**Metal 2**

Cells faint in the background.
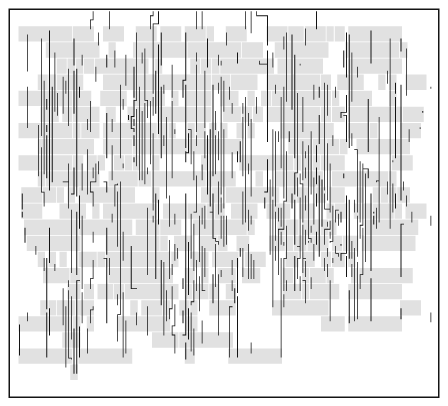
**Met3 routing**

Bar = 20 microns.
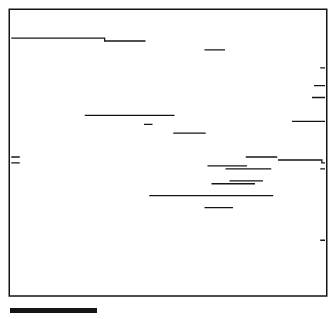
**Routing congestion map**

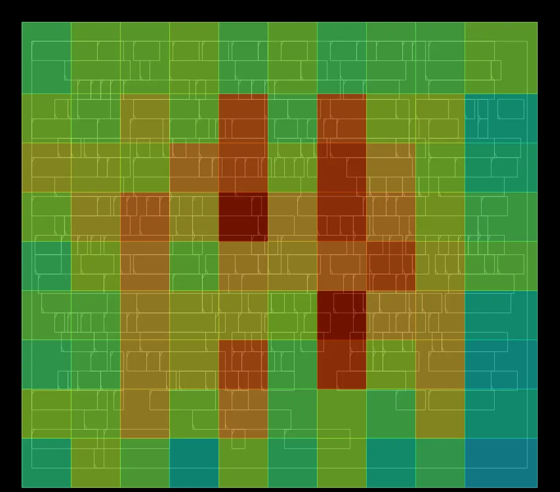
**Selected gate families**

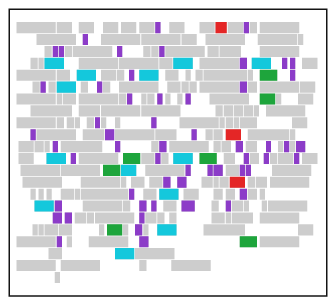
**Sequential cells colored by netlist name**

Other sequential cells in the stronger gray, the rest of the logic in the fainter gray.
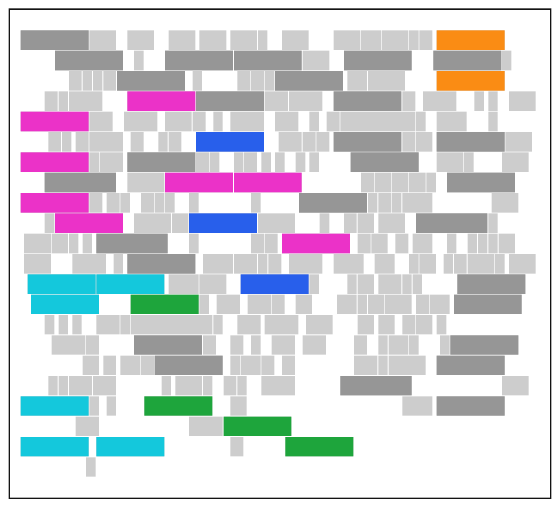
### src/rtl/uart_pkg.sv
// Shared definitions for the parametrised UART receiver (and matching TX).
package uart_pkg;

    localparam logic [1:0] PAR_NONE = 2'b00;
    localparam logic [1:0] PAR_ODD  = 2'b01;
    localparam logic [1:0] PAR_EVEN = 2'b10;

    typedef enum logic [2:0] {
        IDLE,
        START,
        DATA,
        PARITY,
        STOP,
        WAIT_HIGH
    } rx_state_t;

    // Oversample tick divider, integer truncation.
    function automatic int unsigned calc_div(input int unsigned clk_freq,
                                             input int unsigned baud,
                                             input int unsigned oversample);
        return clk_freq / (baud * oversample);
    endfunction

endpackage

### src/rtl/uart_os_tick.sv
// Oversample tick generator: one-clk tick every DIV clks, restartable via clr.
module uart_os_tick #(
    parameter int unsigned DIV = 54
) (
    input  logic clk,
    input  logic rst,
    input  logic clr,
    output logic tick
);

    localparam int unsigned CNT_W = (DIV > 1) ? $clog2(DIV) : 1;

    logic [CNT_W-1:0] cnt;

    // Free-running divider, held at zero while clr is high.
    always_ff @(posedge clk or posedge rst) begin
        if (rst) begin
            cnt  <= '0;
            tick <= 1'b0;
        end else if (clr) begin
            cnt  <= '0;
            tick <= 1'b0;
        end else if (cnt == CNT_W'(DIV - 1)) begin
            cnt  <= '0;
            tick <= 1'b1;
        end else begin
            cnt  <= cnt + 1'b1;
            tick <= 1'b0;
        end
    end

endmodule

### src/rtl/uart_rx_param.sv
// Parametrised UART receiver with integrated oversample tick, majority-vote
// sampling and parity / framing / break reporting.
module uart_rx_param
    import uart_pkg::*;
#(
    parameter int unsigned CLK_FREQ   = 100000000,
    parameter int unsigned BAUD       = 115200,
    parameter int unsigned OVERSAMPLE = 16,
    parameter int unsigned DATA_BITS  = 8,
    parameter int unsigned STOP_BITS  = 1
) (
    input  logic                 clk,
    input  logic                 rst,
    input  logic                 d_in,
    input  logic                 rx_en,
    input  logic [1:0]           parity_mode,
    output logic [DATA_BITS-1:0] d_out,
    output logic                 done,
    output logic                 start,
    output logic                 busy,
    output logic                 parity_err,
    output logic                 frame_err,
    output logic                 break_det
);

    localparam int unsigned DIV  = calc_div(CLK_FREQ, BAUD, OVERSAMPLE);
    localparam int unsigned H    = OVERSAMPLE / 2;
    localparam int unsigned SC_W = $clog2(OVERSAMPLE);
    localparam int unsigned BC_W = $clog2(DATA_BITS);

    rx_state_t state_q, state_n;

    logic                 rx_meta, rxs, rxs_d;
    logic                 os_tick, tick_clr;
    logic [SC_W-1:0]      sc;
    logic                 s_a, s_b, maj;
    logic                 mid_c, end_c, edge_c;
    logic [BC_W-1:0]      bit_cnt;
    logic                 stop_cnt;
    logic [1:0]           par_q;
    logic                 par_en;
    logic [DATA_BITS-1:0] shadow;
    logic                 perr, ferr, pbit, ferr_now;
    logic                 low_seen;
    logic                 start_c, done_c;

    // Two-flop synchroniser plus one delayed copy for falling-edge detect.
    always_ff @(posedge clk or posedge rst) begin
        if (rst) begin
            rx_meta <= 1'b1;
            rxs     <= 1'b1;
            rxs_d   <= 1'b1;
        end else begin
            rx_meta <= d_in;
            rxs     <= rx_meta;
            rxs_d   <= rxs;
        end
    end

    // Divider is held in IDLE, so it restarts on the start-edge clk.
    assign tick_clr = (state_q == IDLE);

    uart_os_tick #(
        .DIV (DIV)
    ) u_os_tick (
        .clk  (clk),
        .rst  (rst),
        .clr  (tick_clr),
        .tick (os_tick)
    );

    assign edge_c   = rx_en && (state_q == IDLE) && rxs_d && !rxs;
    assign maj      = (s_a & s_b) | (s_a & rxs) | (s_b & rxs);
    assign mid_c    = os_tick && (sc == SC_W'(H + 1));
    assign end_c    = os_tick && (sc == SC_W'(OVERSAMPLE - 1));
    assign par_en   = (par_q == PAR_ODD) || (par_q == PAR_EVEN);
    assign ferr_now = ferr | ~maj;

    // Per-bit sample counter and the two early majority samples.
    always_ff @(posedge clk or posedge rst) begin
        if (rst) begin
            sc  <= '0;
            s_a <= 1'b0;
            s_b <= 1'b0;
        end else if (state_q == IDLE) begin
            sc <= '0;
        end else if (os_tick) begin
            if (sc == SC_W'(H - 1)) s_a <= rxs;
            if (sc == SC_W'(H))     s_b <= rxs;
            sc <= (sc == SC_W'(OVERSAMPLE - 1)) ? '0 : sc + 1'b1;
        end
    end

    // State register.
    always_ff @(posedge clk or posedge rst) begin
        if (rst) state_q <= IDLE;
        else     state_q <= state_n;
    end

    // Next-state logic and single-cycle strobes.
    always_comb begin
        state_n = state_q;
        start_c = 1'b0;
        done_c  = 1'b0;
        if (!rx_en) begin
            state_n = IDLE;
        end else begin
            case (state_q)
                IDLE: begin
                    if (edge_c) state_n = START;
                end
                START: begin
                    if (mid_c) begin
                        if (maj) state_n = IDLE;
                        else     start_c = 1'b1;
                    end else if (end_c) begin
                        state_n = DATA;
                    end
                end
                DATA: begin
                    if (end_c && (bit_cnt == BC_W'(DATA_BITS - 1)))
                        state_n = par_en ? PARITY : STOP;
                end
                PARITY: begin
                    if (end_c) state_n = STOP;
                end
                STOP: begin
                    if (mid_c && (stop_cnt == 1'(STOP_BITS - 1))) begin
                        done_c  = 1'b1;
                        state_n = ferr_now ? WAIT_HIGH : IDLE;
                    end
                end
                WAIT_HIGH: begin
                    if (os_tick && rxs && !low_seen) state_n = IDLE;
                end
                default: state_n = IDLE;
            endcase
        end
    end

    // Frame datapath: shift register, bit counters and internal error flags.
    always_ff @(posedge clk or posedge rst) begin
        if (rst) begin
            par_q    <= PAR_NONE;
            perr     <= 1'b0;
            ferr     <= 1'b0;
            pbit     <= 1'b0;
            bit_cnt  <= '0;
            stop_cnt <= 1'b0;
            shadow   <= '0;
        end else if (edge_c) begin
            par_q    <= parity_mode;
            perr     <= 1'b0;
            ferr     <= 1'b0;
            pbit     <= 1'b0;
            bit_cnt  <= '0;
            stop_cnt <= 1'b0;
        end else begin
            case (state_q)
                DATA: begin
                    if (mid_c) shadow <= {maj, shadow[DATA_BITS-1:1]};
                    if (end_c) bit_cnt <= bit_cnt + 1'b1;
                end
                PARITY: begin
                    if (mid_c) begin
                        pbit <= maj;
                        perr <= (^shadow) ^ maj ^ (par_q == PAR_ODD);
                    end
                end
                STOP: begin
                    if (mid_c && !maj) ferr <= 1'b1;
                    if (end_c) stop_cnt <= stop_cnt + 1'b1;
                end
                default: ;
            endcase
        end
    end

    // Tracks any low rxs within the current tick period while waiting for release.
    always_ff @(posedge clk or posedge rst) begin
        if (rst)                       low_seen <= 1'b1;
        else if (state_q != WAIT_HIGH) low_seen <= 1'b1;
        else if (os_tick)              low_seen <= ~rxs;
        else if (!rxs)                 low_seen <= 1'b1;
    end

    // Registered outputs; word and error flags only change with done.
    always_ff @(posedge clk or posedge rst) begin
        if (rst) begin
            d_out      <= '0;
            done       <= 1'b0;
            start      <= 1'b0;
            busy       <= 1'b0;
            parity_err <= 1'b0;
            frame_err  <= 1'b0;
            break_det  <= 1'b0;
        end else begin
            done  <= done_c;
            start <= start_c;
            busy  <= (state_n == START) || (state_n == DATA) ||
                     (state_n == PARITY) || (state_n == STOP);
            if (done_c) begin
                d_out      <= shadow;
                parity_err <= perr;
                frame_err  <= ferr_now;
                break_det  <= ferr_now && (shadow == '0) && !(par_en && pbit);
            end
        end
    end

endmodule

### config.mk
export PLATFORM = sky130hd
export DESIGN_NAME = uart_rx_param
export DESIGN_NICKNAME = d
export VERILOG_FILES = /design/src/rtl/uart_pkg.sv /design/src/rtl/uart_os_tick.sv /design/src/rtl/uart_rx_param.sv
export SDC_FILE = /design/constraint.sdc
export NUM_CORES = 1
export LEC_CHECK = 0
export CORE_ASPECT_RATIO = 0.9
export CORE_UTILIZATION = 55
export CTS_CLUSTER_DIAMETER = 200
export CTS_CLUSTER_SIZE = 28
export DETAILED_ROUTE_END_ITERATION = 6
export PLACE_DENSITY = 0.8
export SLEW_MARGIN = 30
export SYNTH_ARGS = -nofsm -noshare
export SYNTH_HDL_FRONTEND = slang
export SYNTH_SLANG_ARGS = --single-unit
### constraint.sdc
create_clock -name clk -period 4.41 [get_ports clk]
set_input_delay 0.882 -clock clk [delete_from_list [all_inputs] [get_ports clk]]
set_output_delay 0.882 -clock clk [all_outputs]
set_load 0.005 [all_outputs]
==> results.ini <==
[finish]
n_clock_buffer = 5
regArea_sq_mm = 0.00128
largest_class = registers
nNonClkBuffers = 19
inverters = 20
top_regs = d_out: 8 flops, shadow: 8 flops, u_os_tick.cnt: 6 flops
final_cell_mix = dfrtp_1 (47), nand2_1 (38), o21ai_0 (20)
clock_area_share_pct = 4.15
logic_area_sq_mm = 0.00103
design.seq.count = 51
bufAreaShareNonClock_pct = 6.86
design_area_sq_mm = 0.00277
area_growth_pct = 13.5
fillers = 320
logic_gates = 164
drive_gt1_share_pct = 7.63
antenna_cells = 0

[yosys]
netlist_logic_family_top = simple AND/OR/NAND/NOR gates
ys_types = 42
top_area_cell = dfrtp_1
ys_sh_simple_pct = 18.5
yosys.area_share.aoi_pct = 10.2
common_cells = dfrtp_1 (47), nand2_1 (38), inv_1 (20), o21ai_0 (20), nor2_1 (17)
ff_type = dfrtp_1
synth_chip_area_sq_mm = 0.00244
xor_share_pct = 3.94
synth.avg_cell_area_sq_um = 10.0
synthMuxAreaShare_pct = 3.12
ys_cells = 244
ys_async_sr_fraction_pct = 100
syn_nets = 262
syn_inst = 244
top_area_share_pct = 48.1
synth.most_common_cell = dfrtp_1
yosys.area_share.adder_pct = 6.55
netlist_area_sq_mm = 0.00244
yosysWarnings = 0
edf_count = 0
ys_seq_share_pct = 52.4
area_leaders = dfrtp_1 (48%), ha_1 (6.1%), nand2_1 (5.8%)

[drt]
drt_pass1_iterations = 4
ant_nets = 0
drt_iter0_markers = 147
drcViolationCount = 0

[power]
p_switching_w = 0.000202
switching_share_pct = 23.0
seq-power_w = 0.000486
leakage_nw = 1.19
peakVddDrop_mv = 0.258
pwr-share-clk_pct = 38.0
p_int_w = 0.000676
clock_power_w = 0.000334
p_per_area_mw_per_mm2 = 316
p_comb_share_pct = 6.5

[floorplanning]
core-area_sq_mm = 0.00416
tapCellCount = 60
fp.dieH_microns = 65.2
dieArea_sq_mm = 0.00471
floorplan.core_util_pct = 58.8
rows = 22
chipWidth_microns = 72.3
ios = 20

[placement]
port_buffers = 19
placed_area_sq_mm = 0.00266
place.gp.congestion = 0.801
post-place-ws_ns = 1.81
dp_hpwl_microns = 3090

[timing]
slew_viol_final = 0
setup_viol = 0
fin_ws_ns = 2.01
setup_tns_ns = 0
rsz0062_at_grt = false
tightest_slew_ns = 0.864
period_used_pct = 54.4
fmax_mhz = 417
fin_crit_ns = 2.40

[clocking]
postCtsSetupRepairBufs = 0
ctsLongestPathBuffers = 2
cts-buffers-inserted = 5
cts_hold_repair.buffers = 0
path_clk_slew_ns = 0.10
post_cts_resized = 0
clock-sinks = 51
cts-root-buf = clkbuf_8
clk_latency_ns = 0.31
cts_tree = yes
cts.htree.levels = 2

[run]
warning_count = 29

[setup_path]
r2r_cells = 6
worstSetupEndpoint = busy
regToRegSetupSlack_ns = 2.01
setup.worst_path.class = reg2reg
worst-path-stages = 6
cp_slowest_cell = dfrtp_1
cp-startpoint = sc[0]
r2r-end = busy
critPathMaxStageDelay_ns = 0.44
path_delay_family = multiplexers
crit_fanout = 6
startpoint_type = flip-flop
worstPathRequired_ns = 4.61
worstPathCellList = ha_1 -> and4_1 -> mux2_2 -> a32o_1 -> nor3b_1 -> mux2_2
crit_top_cell = mux2_2

[global_route]
grt_overflow = 0
antenna_found_initial = 0
grt_max_degree = 52
first_global_vias = 1659

[worst_hold_path]
hold_end = rxs
hold_path.class = reg2reg
holdPathStages = 0

[run_status]
status = finished clean

-- 'metal 2' (at the start) --
The wires run mostly vertical. The layer holds 49% of the routed length.
Final Routed Wirelength: 4480 microns
Via Count: 1716
met2 GRT Util: 35.4%

-- 'met3 routing' (at the start) --
The layer holds 3.8% of the routed length. The wires run mostly horizontal. 17 nets have wire on it. The layer carries 170 microns of wire.
met3 usage: 4.29%

-- 'routing congestion map' (at the start) --
GR Util All Layers: 22.1%
WL/cell: 13.9 microns

-- 'selected gate families' (at the start) --
Key: adder and majority cells = cyan [cells 13]; multiplexers = green [cells 7]; NAND gates = purple [cells 55]; AND-OR and OR-AND gates = red [cells 3]
final non-filler cell total: 322
Comb/total area: 37.3%
most numerous logic cell after layout: dfrtp_1

-- 'sequential cells colored by netlist name' (at the start) --
Key: shadow = magenta [sequential cells 8]; sc = green [sequential cells 4]; u_os_tick.cnt = cyan [sequential cells 6]; bit_cnt = blue [sequential cells 3]; par_q = orange [sequential cells 2]
Another 28 sequential cells are not colored.
Util after Layout: 66.7%
sequential share of cell area: 46.2%

## through the flow
step	util (%)	power, W	std cells	hold WS, ns
after floorplan	-	0.000529	244	0.345
after global placement	63.9	0.000552	314	0.345
after detailed placement	63.9	0.000553	314	0.351
after CTS	66.7	0.000883	322	0.368
after global routing	66.7	0.000908	322	0.380
final	66.7	0.000877	322	0.370
## kinds of logic (layout without fill, tap and decap cells)
kind of cell | Yosys count | count (layout)
buf+inv | 29 | 47
flops | 51 | 51
xor+xnor | 11 | 11
compound gates | 39 | 39
fa+ha+maj | 13 | 13
simple gates | 94 | 94
mux | 7 | 7
## layer usage
metal / part of all wire, % / vias to the layer above / track usage [%]
met5: 0 / - / 0
met4: 1.2 / 0 / 7.35
met3: 3.8 / 5 / 4.29
met2: 49 / 29 / 35.4
met1: 46 / 828 / 30.4
li1: - / 854 / -
No activity file was given, so power comes from the tool's default toggle rates.
